## src/rtl/kb_event_queue.sv

```systemverilog
// Keyboard event queue: detects presses and typematic repeats from the driver's level outputs
// and buffers them in a show-ahead FIFO read by the CPU.
module kb_event_queue #(
  parameter int unsigned DELAY_CYCLES  = 25000000,
  parameter int unsigned REPEAT_CYCLES = 12500000,
  parameter int unsigned DEPTH_LOG2    = 4
) (
  input  logic                  i_clk,
  input  logic                  i_rst,
  input  logic [7:0]            i_ascii,
  input  logic [4:0]            i_mods,
  input  logic                  i_pop,
  input  logic                  i_clr_ovf,
  output logic [31:0]           o_rd_data,
  output logic                  o_empty,
  output logic [DEPTH_LOG2:0]   o_count,
  output logic                  o_overflow,
  output logic                  o_irq
);

  localparam int unsigned Depth = 2 ** DEPTH_LOG2;
  localparam logic [DEPTH_LOG2-1:0] PtrOne = DEPTH_LOG2'(1);
  localparam logic [DEPTH_LOG2:0]   CntOne = (DEPTH_LOG2 + 1)'(1);
  localparam logic [DEPTH_LOG2:0]   CntFull = (DEPTH_LOG2 + 1)'(Depth);
  localparam logic [31:0] DelayLast  = 32'(DELAY_CYCLES - 1);
  localparam logic [31:0] RepeatLast = 32'(REPEAT_CYCLES - 1);

  typedef enum logic [1:0] {StIdle, StHold, StRepeat} state_e;

  state_e      r_state, w_state_d;
  logic [7:0]  r_key, w_key_d;
  logic [31:0] r_timer, w_timer_d;
  logic        w_push, w_push_rep;
  logic [13:0] w_push_entry;
  logic [31:0] w_limit;

  assign w_limit = (r_state == StHold) ? DelayLast : RepeatLast;

  always_comb begin
    w_state_d  = r_state;
    w_key_d    = r_key;
    w_timer_d  = r_timer;
    w_push     = 1'b0;
    w_push_rep = 1'b0;
    if (r_state == StIdle) begin
      if (i_ascii != 8'd0) begin
        w_push    = 1'b1;
        w_key_d   = i_ascii;
        w_timer_d = 32'd0;
        w_state_d = StHold;
      end
    end else if (i_ascii == 8'd0) begin
      w_timer_d = 32'd0;
      w_state_d = StIdle;
    end else if (i_ascii != r_key) begin
      // A key change is a fresh press and overrides any pending repeat.
      w_push    = 1'b1;
      w_key_d   = i_ascii;
      w_timer_d = 32'd0;
      w_state_d = StHold;
    end else if (r_timer == w_limit) begin
      w_push     = 1'b1;
      w_push_rep = 1'b1;
      w_timer_d  = 32'd0;
      w_state_d  = StRepeat;
    end else begin
      w_timer_d = r_timer + 32'd1;
    end
  end

  assign w_push_entry = {w_push_rep, i_mods, i_ascii};

  always_ff @(posedge i_clk or posedge i_rst) begin
    if (i_rst) begin
      r_state <= StIdle;
      r_key   <= 8'd0;
      r_timer <= 32'd0;
    end else begin
      r_state <= w_state_d;
      r_key   <= w_key_d;
      r_timer <= w_timer_d;
    end
  end

  logic [13:0]           r_mem [Depth];
  logic [DEPTH_LOG2-1:0] r_wr_ptr, r_rd_ptr;
  logic [DEPTH_LOG2:0]   r_count;
  logic                  r_overflow;
  logic                  w_empty, w_full, w_pop_ok, w_push_ok, w_drop;
  logic [13:0]           w_head;

  assign w_empty   = (r_count == '0);
  assign w_full    = (r_count == CntFull);
  assign w_pop_ok  = i_pop & ~w_empty;
  // When full, a same-cycle pop frees the slot the push needs.
  assign w_push_ok = w_push & (~w_full | i_pop);
  assign w_drop    = w_push & ~w_push_ok;

  always_ff @(posedge i_clk) begin
    if (w_push_ok) r_mem[r_wr_ptr] <= w_push_entry;
  end

  always_ff @(posedge i_clk or posedge i_rst) begin
    if (i_rst) begin
      r_wr_ptr   <= '0;
      r_rd_ptr   <= '0;
      r_count    <= '0;
      r_overflow <= 1'b0;
    end else begin
      if (w_push_ok) r_wr_ptr <= r_wr_ptr + PtrOne;
      if (w_pop_ok)  r_rd_ptr <= r_rd_ptr + PtrOne;
      if (w_push_ok && !w_pop_ok)      r_count <= r_count + CntOne;
      else if (!w_push_ok && w_pop_ok) r_count <= r_count - CntOne;
      if (w_drop)         r_overflow <= 1'b1;
      else if (i_clr_ovf) r_overflow <= 1'b0;
    end
  end

  assign w_head     = r_mem[r_rd_ptr];
  assign o_rd_data  = w_empty ? 32'd0 : {16'd0, w_head[13], 2'b00, w_head[12:8], w_head[7:0]};
  assign o_empty    = w_empty;
  assign o_count    = r_count;
  assign o_overflow = r_overflow;
  assign o_irq      = ~w_empty;

endmodule

```

## config.mk

```make
export PLATFORM = sky130hd
export DESIGN_NAME = kb_event_queue
export DESIGN_NICKNAME = d
export VERILOG_FILES = /design/src/rtl/kb_event_queue.sv
export SDC_FILE = /design/constraint.sdc
export NUM_CORES = 1
export LEC_CHECK = 0
export CORE_MARGIN = 2
export CORE_UTILIZATION = 55
export DETAILED_ROUTE_END_ITERATION = 8
export GPL_TIMING_DRIVEN = 1
export PLACE_DENSITY = 0.81
export SYNTH_ARGS = -nofsm -noshare
export SYNTH_HDL_FRONTEND = slang
export SYNTH_SLANG_ARGS = --single-unit
```

## constraint.sdc

```tcl
create_clock -name i_clk -period 7.73 [get_ports i_clk]
set_input_delay 1.1595 -clock i_clk [delete_from_list [all_inputs] [get_ports i_clk]]
set_output_delay 1.1595 -clock i_clk [all_outputs]
set_load 0.005 [all_outputs]
```

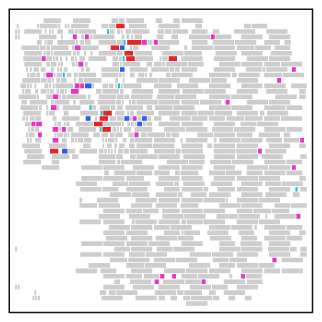
Figure 1: selected gate families.
Scale: 2 px per um.
| family | color | cells | most used |
|---|---|---|---|
| and/or cells | magenta | 35 | and2_1 |
| fa/ha/maj cells | red | 11 | ha_1 |
| non-inverting ao/oa cells | blue | 8 | a21o_1 |
| inv cells | cyan | 9 | inv_1 |
most frequent logic cell in the layout: sky130_fd_sc_hd__edfxtp_1
non-filler instance count after layout: 1029
fraction of area in multi-input gates: 26.1%

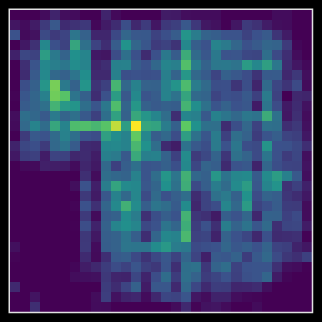
Figure 2: routed metal per tile.
Scale: 2 px per um. The die is cut into 30 by 30 equal tiles; dark purple is low, yellow is high, scaled to the fullest tile. Values are wire area over tile area, all layers added.
nearly empty tiles: 18%
tiles over half the peak: 7.0%
mean over tiles: 0.18
drt total wl: 25300 um
aggregate global-route resource usage: 23.0%
WL per Instance: 24.6 um
overall via count from detail_route: 6406

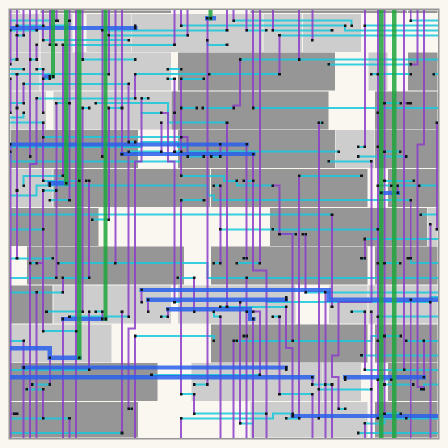
Figure 3: layout detail.
Window x 60 to 90, y 60 to 90 um. Cells in gray, sequential cells in the stronger gray; small squares are vias.
| layer | color |
|---|---|
| metal 4 | green |
| metal 3 | blue |
| metal 2 | purple |
| metal 1 | cyan |
cells with their middle in the window: 34
sequential cells in the window: 13
netlist names of flops here include: `r_mem` (12), `r_key` (1)
most frequent: edfxtp_1 (12), clkbuf_16 (5)

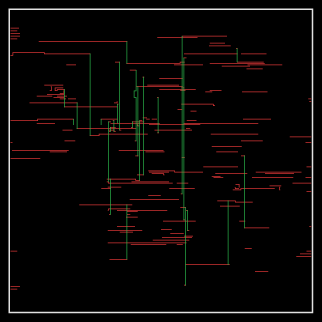
Figure 4: signal wires by layer.
Scale: 2 px per um. Two of the layers only.
| layer | color | wire length |
|---|---|---|
| metal 3 | red | 1660 um |
| metal 4 | green | 659 um |

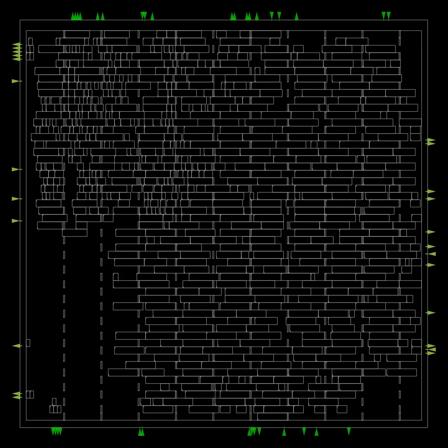
Figure 5: cell placement.
CORE AREA: 21100 um2
fill count: 1398
total number of placement rows: 53

==> flow_metrics.py <==
# Metrics from the implementation run
metrics = {
    "status": {
        "run_status": "finished clean",
    },
    "power": {
        "clk-power_mw": 1.35,
        "pwr-share-seq_pct": 42.8,
        "power.switching_mw": 1.39,
        "switching_share_pct": 28.5,
        "pg_seq_mw": 2.08,
    },
    "cts": {
        "cts-root-to-sink-buffers": 3,
        "cts_root_buf": "sky130_fd_sc_hd__clkbuf_16",
        "path_clk_slew_ns": 0.06,
    },
    "logic_synthesis": {
        "synth.area.top_cells": "sky130_fd_sc_hd__edfxtp_1, sky130_fd_sc_hd__mux4_2, sky130_fd_sc_hd__dfrtp_1",
        "numSynthFlops": 280,
        "synthXorXnorAreaFrac_pct": 3.10,
        "synth-edff-count": 224,
        "synth.top_cell.area_share_pct": 56.7,
        "area_fraction_in_and_or_nand_and_nor_cells_after_synthesis_pct": 8.54,
        "synth_cell_types": 52,
        "number_of_instances_in_the_synthesized_netlist": 674,
        "post-synth-top-count-cell": "sky130_fd_sc_hd__edfxtp_1",
        "synth_sequential_area_ratio_pct": 68.6,
    },
    "final_timing": {
        "fin_tns_setup_ns": 0,
        "worst_pin_slew_ns": 1.04,
        "hold_viol": 0,
        "final_worst_path_period_share_pct": 62.9,
    },
    "layout": {
        "final.clkbuf_count": 31,
        "final.signal_buffer_count": 58,
        "area.share.sequential_pct": 60.2,
        "n_multi_input_combinational_cell": 355,
        "diodes": 0,
        "area_share_clock_buf_inv_pct": 6.89,
        "layout_top_cells": "sky130_fd_sc_hd__edfxtp_1, sky130_fd_sc_hd__mux4_2, sky130_fd_sc_hd__dfrtp_1",
        "layout.area.top_class": "flip-flops and latches",
        "flow.area_growth_from_synthesis_pct": 13.9,
    },
    "placement": {
        "portBuffers": 38,
        "number_of_instances_in_the_placed_design": 977,
        "placedInstanceArea_um2": 12600,
    },
    "global_routing": {
        "groute.layer.met3.usage_pct": 2.95,
        "grt_pass1_vias": 6576,
    },
    "routing": {
        "first_pass_iters": 7,
    },
    "worst_setup_path": {
        "r2r_slack_ns": 4.00,
        "critical_path.endpoint_type": "output pin",
        "reg2regPathDepth": 14,
        "regToRegStartpoint": "r_timer[26]",
    },
    "floorplanning": {
        "initial_utilization_pct": 56.2,
    },
    "worst_hold_path": {
        "hp-start": "r_state[0]",
        "worst_hold_path.endpoint": "r_state[0]",
    },
    "flow_run": {
        "tool_warnings": 29,
    },
}
Power is estimated from default activity; no workload was simulated.
